===== src/rtl/if_stage_if.sv =====
`default_nettype none
// +------------------------------------------------------------------------+
// | if_stage_if                                                            |
// | Bundle for the instruction-fetch stage: hazard-unit controls, branch/  |
// | jump redirects, instruction-memory read port and IF/ID outputs.        |
// |   slave  : the fetch stage (consumes controls, drives PC and IF/ID)    |
// |   master : the surrounding core (drives controls, consumes IF/ID)      |
// | Revision: 1.0 - initial release                                        |
// +------------------------------------------------------------------------+
interface if_stage_if;
  logic        stall;
  logic        flush;
  logic        Branch_Taken;
  logic [31:0] Branch_Address;
  logic        Jump;
  logic [31:0] Jump_Address;
  logic [31:0] Imem_Data;
  logic [31:0] Imem_Addr;
  logic [31:0] PC;
  logic [31:0] PC_4;
  logic [31:0] IFID_Instruction;
  logic [31:0] IFID_PC_4;
  logic        IFID_Valid;
  logic        Align_Err;

  modport slave (
    input  stall, flush, Branch_Taken, Branch_Address, Jump, Jump_Address,
           Imem_Data,
    output Imem_Addr, PC, PC_4, IFID_Instruction, IFID_PC_4, IFID_Valid,
           Align_Err
  );

  modport master (
    output stall, flush, Branch_Taken, Branch_Address, Jump, Jump_Address,
           Imem_Data,
    input  Imem_Addr, PC, PC_4, IFID_Instruction, IFID_PC_4, IFID_Valid,
           Align_Err
  );
endinterface
`default_nettype wire


===== src/rtl/if_stage.sv =====
`default_nettype none
// +------------------------------------------------------------------------+
// | if_stage                                                               |
// | Instruction fetch with PC register, next-PC select and IF/ID pipeline  |
// | register supporting stall (hold) and flush (bubble).                   |
// | Ports:                                                                 |
// |   clk   : rising-edge clock                                            |
// |   reset : asynchronous active-high reset                               |
// |   bus   : if_stage_if.slave (controls, imem port, PC and IF/ID outputs)|
// | Revision: 1.0 - initial release                                        |
// +------------------------------------------------------------------------+
module if_stage #(
  parameter logic [31:0] RESET_PC = 32'h0000_0000
) (
  input  wire logic   clk,
  input  wire logic   reset,
  if_stage_if.slave   bus
);

  // Low bits dropped so a misconfigured reset vector still fetches aligned.
  localparam logic [31:0] C_RESET_PC = {RESET_PC[31:2], 2'b00};

  logic [31:0] pc_q,         pc_d;
  logic [31:0] ifid_instr_q, ifid_instr_d;
  logic [31:0] ifid_pc4_q,   ifid_pc4_d;
  logic        ifid_valid_q, ifid_valid_d;
  logic        align_err_q,  align_err_d;

  logic [31:0] pc_4;
  logic        redirect;
  logic [31:0] target_raw;

  // Sequential successor wraps modulo 2^32 with no flag.
  assign pc_4       = pc_q + 32'd4;
  assign redirect   = bus.Branch_Taken | bus.Jump;
  // Branch outranks jump when both are asserted.
  assign target_raw = bus.Branch_Taken ? bus.Branch_Address : bus.Jump_Address;

  always_comb begin
    pc_d         = pc_q;
    ifid_instr_d = ifid_instr_q;
    ifid_pc4_d   = ifid_pc4_q;
    ifid_valid_d = ifid_valid_q;
    align_err_d  = align_err_q;

    if (redirect) begin
      // Redirect beats stall: the instruction in flight is squashed.
      pc_d         = {target_raw[31:2], 2'b00};
      ifid_instr_d = 32'h0;
      ifid_pc4_d   = 32'h0;
      ifid_valid_d = 1'b0;
      if (target_raw[1:0] != 2'b00) begin
        align_err_d = 1'b1;
      end
    end else if (bus.flush) begin
      ifid_instr_d = 32'h0;
      ifid_pc4_d   = 32'h0;
      ifid_valid_d = 1'b0;
      if (!bus.stall) begin
        pc_d = pc_4;
      end
    end else if (!bus.stall) begin
      pc_d         = pc_4;
      ifid_instr_d = bus.Imem_Data;
      ifid_pc4_d   = pc_4;
      ifid_valid_d = 1'b1;
    end
  end

  always_ff @(posedge clk or posedge reset) begin
    if (reset) begin
      pc_q         <= C_RESET_PC;
      ifid_instr_q <= 32'h0;
      ifid_pc4_q   <= 32'h0;
      ifid_valid_q <= 1'b0;
      align_err_q  <= 1'b0;
    end else begin
      pc_q         <= pc_d;
      ifid_instr_q <= ifid_instr_d;
      ifid_pc4_q   <= ifid_pc4_d;
      ifid_valid_q <= ifid_valid_d;
      align_err_q  <= align_err_d;
    end
  end

  // Every output comes from a flop or from PC alone.
  assign bus.PC               = pc_q;
  assign bus.Imem_Addr        = pc_q;
  assign bus.PC_4             = pc_4;
  assign bus.IFID_Instruction = ifid_instr_q;
  assign bus.IFID_PC_4        = ifid_pc4_q;
  assign bus.IFID_Valid       = ifid_valid_q;
  assign bus.Align_Err        = align_err_q;

endmodule
`default_nettype wire

===== src/flat_wrapper.sv =====
// flat-port wrapper written by rule: the top's interface ports become plain ports
module if_stage_flat 
#(
  parameter logic [31:0] RESET_PC = 32'h0000_0000
)
  (clk, reset, bus_stall, bus_flush, bus_Branch_Taken, bus_Branch_Address, bus_Jump, bus_Jump_Address, bus_Imem_Data, bus_Imem_Addr, bus_PC, bus_PC_4, bus_IFID_Instruction, bus_IFID_PC_4, bus_IFID_Valid, bus_Align_Err);
  if_stage_if bus_i ();
  input  wire logic clk;
  input  wire logic reset;
  input wire logic [$bits(bus_i.stall)-1:0] bus_stall;
  input wire logic [$bits(bus_i.flush)-1:0] bus_flush;
  input wire logic [$bits(bus_i.Branch_Taken)-1:0] bus_Branch_Taken;
  input wire logic [$bits(bus_i.Branch_Address)-1:0] bus_Branch_Address;
  input wire logic [$bits(bus_i.Jump)-1:0] bus_Jump;
  input wire logic [$bits(bus_i.Jump_Address)-1:0] bus_Jump_Address;
  input wire logic [$bits(bus_i.Imem_Data)-1:0] bus_Imem_Data;
  output wire logic [$bits(bus_i.Imem_Addr)-1:0] bus_Imem_Addr;
  output wire logic [$bits(bus_i.PC)-1:0] bus_PC;
  output wire logic [$bits(bus_i.PC_4)-1:0] bus_PC_4;
  output wire logic [$bits(bus_i.IFID_Instruction)-1:0] bus_IFID_Instruction;
  output wire logic [$bits(bus_i.IFID_PC_4)-1:0] bus_IFID_PC_4;
  output wire logic [$bits(bus_i.IFID_Valid)-1:0] bus_IFID_Valid;
  output wire logic [$bits(bus_i.Align_Err)-1:0] bus_Align_Err;
  assign bus_i.stall = bus_stall;
  assign bus_i.flush = bus_flush;
  assign bus_i.Branch_Taken = bus_Branch_Taken;
  assign bus_i.Branch_Address = bus_Branch_Address;
  assign bus_i.Jump = bus_Jump;
  assign bus_i.Jump_Address = bus_Jump_Address;
  assign bus_i.Imem_Data = bus_Imem_Data;
  assign bus_Imem_Addr = bus_i.Imem_Addr;
  assign bus_PC = bus_i.PC;
  assign bus_PC_4 = bus_i.PC_4;
  assign bus_IFID_Instruction = bus_i.IFID_Instruction;
  assign bus_IFID_PC_4 = bus_i.IFID_PC_4;
  assign bus_IFID_Valid = bus_i.IFID_Valid;
  assign bus_Align_Err = bus_i.Align_Err;
  if_stage #(.RESET_PC(RESET_PC)) u_core (.clk(clk), .reset(reset), .bus(bus_i));
endmodule

===== config.mk =====
export PLATFORM = sky130hd
export DESIGN_NAME = if_stage_flat
export DESIGN_NICKNAME = d
export VERILOG_FILES = /design/src/rtl/if_stage_if.sv /design/src/rtl/if_stage.sv /design/src/flat_wrapper.sv
export SDC_FILE = /design/constraint.sdc
export NUM_CORES = 1
export LEC_CHECK = 0
export CAP_MARGIN = 20
export CORE_ASPECT_RATIO = 0.9
export CORE_MARGIN = 2
export CORE_UTILIZATION = 40
export DETAILED_ROUTE_END_ITERATION = 8
export PLACE_DENSITY = 0.9
export SLEW_MARGIN = 20
export SYNTH_ARGS = -nofsm -noshare
export SYNTH_HDL_FRONTEND = slang
export SYNTH_SLANG_ARGS = --single-unit

===== constraint.sdc =====
create_clock -name clk -period 5 [get_ports clk]
set_clock_uncertainty 0.05 [all_clocks]
set_input_delay 1.5 -clock clk [delete_from_list [all_inputs] [get_ports clk]]
set_output_delay 1.5 -clock clk [all_outputs]
set_load 0.02 [all_outputs]

### Met1 routing, run 1

Scale: 4 px per um. Supply wires on this layer in grey. Cells faint in the background.
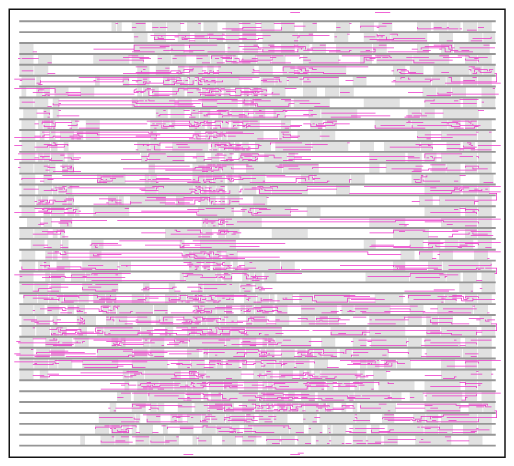
The wires run mostly horizontal. The longest straight run is 55.7 um. The layer carries 7340 um of wire.
Vias: 4948
aggregate routed wire length: 17300 um

### Register map, names as in the netlist, run 1

Scale: 4 px per um.
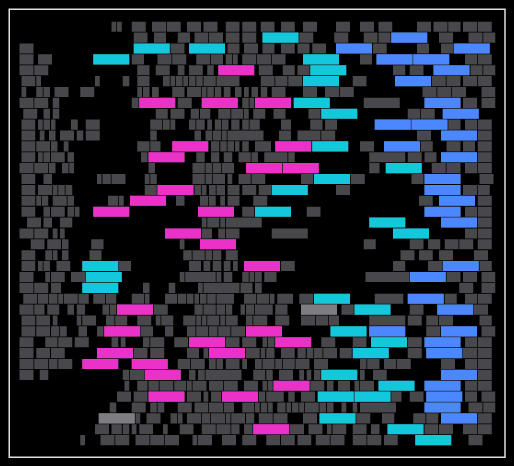
Blue stands for u_core.bus.IFID_Instruction, flops 32, where a column on the right. Magenta stands for u_core.bus.Imem_Addr, flops 30. Cyan stands for u_core.bus.IFID_PC_4, flops 31.
Another 2 sequential cells are not coloured.
P_seq: 884 uW
Seq/total area: 0.300
register area: 2380 um^2
Layout Utilization: 0.626

### Track usage over the die, run 1

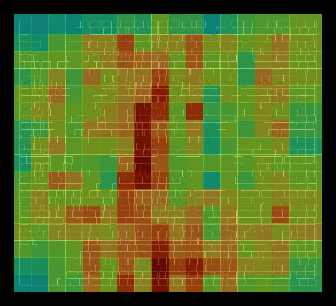
DR WL/cell: 19.0 um
total track usage: 0.244
met3 usage: 0.0482
met2 usage: 0.389

==> impl_metrics.py, run 1 <==
# Synthesis and PnR figures
metrics = {
    "synthesis": {
        "synth-area-yosys_um2": 5150,
        "yosys.area_share.aoi": 0.224,
        "yosys-dominant-comb-family": "AND-OR/OR-AND gates",
        "top_area_frac": 0.462,
        "yosysWarningCount": 0,
        "synth-cells-yosys": 532,
        "synthFlopType": "dfrtp_1",
        "fa_ha_area_frac": 0.00243,
        "postSynthCellCount": 532,
        "ys_seq_elements": 95,
        "top_cell": "dfrtp_1",
        "synthDistinctLibCells": 52,
        "muxShareOfSynthArea": 0.00972,
        "ys_sh_simple": 0.139,
        "ys_seq_share": 0.462,
        "netlist_area_um2": 5150,
        "syn_avg_cell_area_um2": 9.68,
        "top_area_cell": "dfrtp_1",
        "edf_count": 0,
        "xor_share": 0.0639,
        "ys_top_cells_by_count": "dfrtp_1 (95), a22o_1 (58), a21oi_1 (49), nand2_1 (45), buf_4 (38)",
        "synthArstFlopShare": 1.00,
        "area_leaders": "dfrtp_1 (46%), a22o_1 (9.9%), buf_4 (5.5%), a21oi_1 (4.8%), xnor2_1 (3.6%)",
    },
    "final_layout": {
        "combGateArea_um2": 2290,
        "fin_area_um2": 7910,
        "largest_cell_class": "non-clock buffers",
        "nonClockBufferCount": 265,
        "flop-count": 95,
        "comb_share": 0.290,
        "clock_buffers": 9,
        "fin_cells": 912,
        "clkCellAreaFrac": 0.0383,
        "nFillCells": 1010,
        "diodes": 0,
        "inverters_excl_clock": 22,
        "drive_above_1_share": 0.0575,
        "largest_register_ff_count": 32,
        "logic_gates": 350,
        "fin_nets": 846,
        "area_growth_pct": 53.7,
        "layout.nonclk_buf_frac": 0.334,
    },
    "final_timing": {
        "max_freq_mhz": 209,
        "layout_worst_path_cycle_share": 0.955,
        "fin_crit_ps": 4780,
        "setup_viol": 0,
        "hold_slack_ps": 434,
        "tightest_slew_ps": 764,
        "rsz0062_at_grt": "no",
        "slew_violations": 0,
        "max_slew_margin": 0.491,
        "finalHoldViolCount": 0,
        "finalSetupTns_ps": 0,
    },
    "pwr": {
        "top_power_group": "registers",
        "swShare": 0.328,
        "seqPwrFrac": 0.389,
        "powerComb_uw": 669,
        "comb_power_share": 0.294,
        "p_clk_uw": 720,
        "pwr-share-clk": 0.317,
        "peakVddDrop_v": 0.000153,
        "p_switching_uw": 745,
        "power_density_nw_per_um2": 287,
        "p_leak_nw": 3.29,
        "internal-power_mw": 1.53,
    },
    "worst_setup_path": {
        "arrival_ps": 3230,
        "path_buffers": 1,
        "timing.rr.start": "u_core.bus.Imem_Addr[2]",
        "crit_chain": "ha_1 -> nand4_2 -> nor4_4 -> nand3_1 -> xnor2_2 -> clkdlybuf4s50_1",
        "rrSetupSlack_ps": 2390,
        "path_max_fanout": 8,
        "crit_type": "flop to output port",
        "slowest_delay_ps": 650,
        "startpoint_type": "flop",
        "slowest_stage": "clkdlybuf4s50_1",
        "crit_path_end_kind": "output port",
        "cpLargestDelayFamily": "simple AND/OR/NAND/NOR gates",
        "required_ps": 3450,
        "startpoint": "u_core.bus.Imem_Addr[2]",
    },
    "clocking": {
        "cts_resized": 0,
        "cts_buffer_depth": 2,
        "numCtsBuffers": 9,
        "clock_latency_ps": 350,
        "cts.sinks": 95,
        "path_clk_slew_ps": 70,
        "cts_tree": "yes",
        "cts.htree.levels": 3,
        "hold_buffers": 0,
        "post_cts_buffers": 0,
        "root_buffer": "clkbuf_16",
    },
    "hold_path": {
        "hold_start": "u_core.bus.IFID_PC_4[6]",
        "hold_path.class": "flop to flop",
    },
    "grt": {
        "grt_pass1_wl_um": 25700,
        "antenna_found_initial": 0,
        "grt_pass1_vias": 4671,
        "grt_max_degree": 86,
        "gr-total-overflow": 0,
    },
    "route": {
        "firstDrtPassIters": 6,
        "final_antenna_net_count": 0,
        "vias_per_cell": 5.43,
        "drc": 0,
        "drt-initial-drc-count": 366,
    },
    "floorplanning": {
        "fp.dieW_um": 124,
        "ios": 264,
        "die_y_um": 112,
        "coreArea_um2": 12600,
        "die_area_um2": 13800,
        "taps": 164,
        "rows": 39,
        "fp_util": 0.407,
    },
    "placed_design": {
        "numPortBuffers": 257,
        "gp_congestion": 0.864,
        "place_area_um2": 7610,
        "post-dp-hpwl_um": 12900,
        "dp_cells": 896,
    },
    "run_status": {
        "outcome": "finished, final reports clean",
    },
    "flow_run": {
        "drv_cap": 0,
        "warning_count": 26,
    },
}
[run 1: path summary, 6_finish.rpt]
check / end / cells past startpoint
min in group asynchronous: u_core.bus.IFID_Instruction[10] / 2
max: bus_PC_4[24] / 6
max reg2reg: u_core.bus.IFID_PC_4[24] / 6
min reg2reg: u_core.bus.IFID_PC_4[6] / 2
max in group asynchronous: u_core.bus.IFID_PC_4[7] / 3
min: u_core.bus.IFID_PC_4[6] / 2
[run 1: cells in the final DEF, fill, tap and decap left out, types with 3 or more instances in the layout]
cell             Yosys  layout
clkdlybuf4s50_1      0     257
nand3_1             17      17
inv_6                0       5
a22o_1              58      58
xor2_1              11      11
and3_1               4       4
conb_1               1       6
a2bb2oi_1           11      11
o21ai_0             29      29
nor4_1               5       5
dfrtp_1             95      95
xnor2_1             21      21
nor3_1              12      11
inv_1               21      20
a31o_2               3       3
nor2_1              12      12
mux2i_1              5       5
nand2b_1             4       4
nor2b_1              5       5
o22ai_1              7       7
o21a_1               3       3
clkbuf_16            0       9
buf_4               38       7
nand4_1             10      10
nand2_1             45      45
a21oi_1             49      49
[run 1: per-layer routing]
layer / vias to the layer above / part of all wire / global-route usage
li1: 2301 / - / -
met1: 2348 / 0.42 / 0.328
met2: 267 / 0.46 / 0.389
met3: 32 / 0.089 / 0.0482
met4: 0 / 0.026 / 0.0924
met5: - / 0 / 0
[run 1: worst register-to-register path, delay by kind of cell, from the launching register on]
kind / cells / cell delay, ps
and+or+nand+nor: 3 / 1160
DFF: 1 / 490
adders and majority gates: 1 / 320
AOI/OAI and AO/OA: 1 / 240
xor gates and xnor gates: 1 / 220
[run 1: per-stage QoR]
step	power (mW)	setup slack (ps)
CTS	2.28	256
detailed placement	1.57	631
global placement	1.56	720
finish	2.27	224
floorplan	1.25	973
global route	2.35	57.3
==> run 1 -> run 2 <==
SKIP_CTS_REPAIR_TIMING = 1   (was default)
TNS_END_PERCENT = 20   (was default)
### Register map, names as in the netlist, run 2

Scale: 4 px per um.
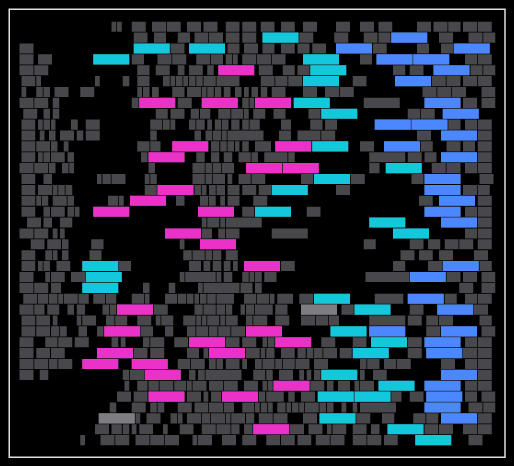
Blue stands for u_core.bus.IFID_Instruction, flops 32, where a column on the right. Cyan stands for u_core.bus.IFID_PC_4, flops 31. Magenta stands for u_core.bus.Imem_Addr, flops 30.

==> impl_metrics.py, run 2 <==
# Synthesis and PnR figures
metrics = {
    "final_layout": {
        "final_common_cell": "clkdlybuf4s50_1",
        "layout.nonclk_buf_frac": 0.334,
        "largest_cell_class": "non-clock buffers",
        "flop-count": 95,
        "fin_area_um2": 7910,
        "inverters_excl_clock": 22,
        "drive_above_1_share": 0.0575,
        "comb_share": 0.290,
        "logic_gates": 350,
        "nFillCells": 1010,
        "diodes": 0,
        "mostFrequentLayoutCells": "clkdlybuf4s50_1 (257), dfrtp_1 (95), a22o_1 (58)",
        "seq_share": 0.300,
        "fin_cells": 912,
        "seqCellArea_um2": 2380,
        "combGateArea_um2": 2290,
        "area_growth_pct": 53.7,
        "fin_nets": 846,
        "clkCellAreaFrac": 0.0383,
        "utilization": 0.626,
        "largest_register_ff_count": 32,
        "nonClockBufferCount": 265,
        "clock_buffers": 9,
    },
    "synthesis": {
        "synthArstFlopShare": 1.00,
        "edf_count": 0,
        "synthDistinctLibCells": 52,
        "ys_top_cells_by_count": "dfrtp_1 (95), a22o_1 (58), a21oi_1 (49), nand2_1 (45), buf_4 (38)",
        "top_cell": "dfrtp_1",
        "top_area_frac": 0.462,
        "netlist_area_um2": 5150,
        "ys_seq_share": 0.462,
        "synth-area-yosys_um2": 5150,
        "area_leaders": "dfrtp_1 (46%), a22o_1 (9.9%), buf_4 (5.5%), a21oi_1 (4.8%), xnor2_1 (3.6%)",
        "synth-cells-yosys": 532,
        "postSynthCellCount": 532,
        "top_area_cell": "dfrtp_1",
        "yosysWarningCount": 0,
        "syn_avg_cell_area_um2": 9.68,
        "synthFlopType": "dfrtp_1",
        "ys_seq_elements": 95,
    },
    "final_timing": {
        "finalSetupTns_ps": 0,
        "max_freq_mhz": 209,
        "hold_slack_ps": 434,
        "finalHoldViolCount": 0,
        "fin_crit_ps": 4780,
        "tightest_slew_ps": 764,
        "max_slew_margin": 0.491,
        "rsz0062_at_grt": "no",
        "setup_viol": 0,
        "layout_worst_path_cycle_share": 0.955,
        "slew_violations": 0,
        "setup_ws_ps": 224,
    },
    "route": {
        "wirelength_um": 17300,
        "dr_total_vias": 4948,
        "drt-initial-drc-count": 366,
        "firstDrtPassIters": 6,
        "wire_per_inst_um": 19.0,
        "drc": 0,
        "final_antenna_net_count": 0,
        "vias_per_cell": 5.43,
    },
    "placed_design": {
        "numPortBuffers": 257,
        "dp_slack_ps": 631,
        "dp_cells": 896,
        "place_area_um2": 7610,
        "gp_congestion": 0.864,
        "post-dp-hpwl_um": 12900,
    },
    "floorplanning": {
        "taps": 164,
        "die_y_um": 112,
        "fp.dieW_um": 124,
        "coreArea_um2": 12600,
        "fp_util": 0.407,
        "rows": 39,
        "die_area_um2": 13800,
        "ios": 264,
    },
    "worst_setup_path": {
        "crit_path_end_kind": "output port",
        "slowest_delay_ps": 650,
        "startpoint_type": "flop",
        "slowest_stage": "clkdlybuf4s50_1",
        "required_ps": 3450,
        "crit_type": "flop to output port",
        "arrival_ps": 3230,
        "path_max_fanout": 8,
        "crit_chain": "ha_1 -> nand4_2 -> nor4_4 -> nand3_1 -> xnor2_2 -> clkdlybuf4s50_1",
        "rrSetupSlack_ps": 2390,
    },
    "clocking": {
        "clock_latency_ps": 350,
        "root_buffer": "clkbuf_16",
        "numCtsBuffers": 9,
        "cts.htree.levels": 3,
        "cts.sinks": 95,
        "path_clk_slew_ps": 70,
        "cts_buffer_depth": 2,
        "cts_tree": "yes",
    },
    "grt": {
        "busiest_layer": "met2",
        "met1_usage": 0.328,
        "grt.met2_usage": 0.389,
        "grt_pass1_vias": 4671,
        "grt_usage": 0.244,
        "met3_usage": 0.0482,
        "gr-total-overflow": 0,
        "grt_pass1_wl_um": 25700,
        "antenna_found_initial": 0,
        "grt_max_degree": 86,
    },
    "hold_path": {
        "hold_path.class": "flop to flop",
    },
    "pwr": {
        "p_leak_nw": 3.29,
        "peakVddDrop_v": 0.000153,
        "fin_total_pwr_mw": 2.27,
        "power_density_nw_per_um2": 287,
    },
    "flow_run": {
        "drv_cap": 0,
        "warning_count": 26,
    },
    "run_status": {
        "outcome": "finished, final reports clean",
    },
}
==> run 2: worst max-delay path: cells and delay by family, from the launching register on <==
family | cells | cell delay [ps]
and+or+nand+nor | 3 | 1160
DFF | 1 | 490
adders and majority gates | 1 | 320
xor gates and xnor gates | 1 | 250
buffers and inverters | 1 | 650
==> run 2: cell families after synthesis <==
family                   after synthesis  synth area share
AND-OR/OR-AND                        168             0.224
XOR/XNOR                              35            0.0639
adder cells (fa/ha/maj)                1           0.00243
buffers and inverters                 92            0.0982
flip-flops                            95             0.462
multiplexers                           5           0.00972
other                                  1          0.000729
AND/OR/NAND/NOR                      135             0.139
==> run 2: path summary, 6_finish.rpt <==
path                            cells after the start                              end               startpoint
worst min-delay path                                2          u_core.bus.IFID_PC_4[6]  u_core.bus.IFID_PC_4[6]
worst min register to register                      2          u_core.bus.IFID_PC_4[6]  u_core.bus.IFID_PC_4[6]
max in group asynchronous                           3          u_core.bus.IFID_PC_4[7]                    reset
min in group asynchronous                           2  u_core.bus.IFID_Instruction[10]                    reset
worst max register to register                      6         u_core.bus.IFID_PC_4[24]  u_core.bus.Imem_Addr[2]
worst max-delay path                                6                     bus_PC_4[24]  u_core.bus.Imem_Addr[2]
==> run 2: per-layer routing <==
layer | vias up | share of wire
met5 | - | 0
met4 | 0 | 0.026
met3 | 32 | 0.089
met2 | 267 | 0.46
met1 | 2348 | 0.42
li1 | 2301 | -
==> run 2: power by group <==
group | total, mW | internal [mW] | leakage, nW | switching (mW)
clock | 0.720 | 0.395 | 0.147 | 0.325
sequential | 0.884 | 0.807 | 1.26 | 0.0768
combinational | 0.669 | 0.327 | 1.89 | 0.343
total | 2.27 | 1.53 | 3.29 | 0.745
Power figures rest on the tool's default switching activity, not on a simulated workload.
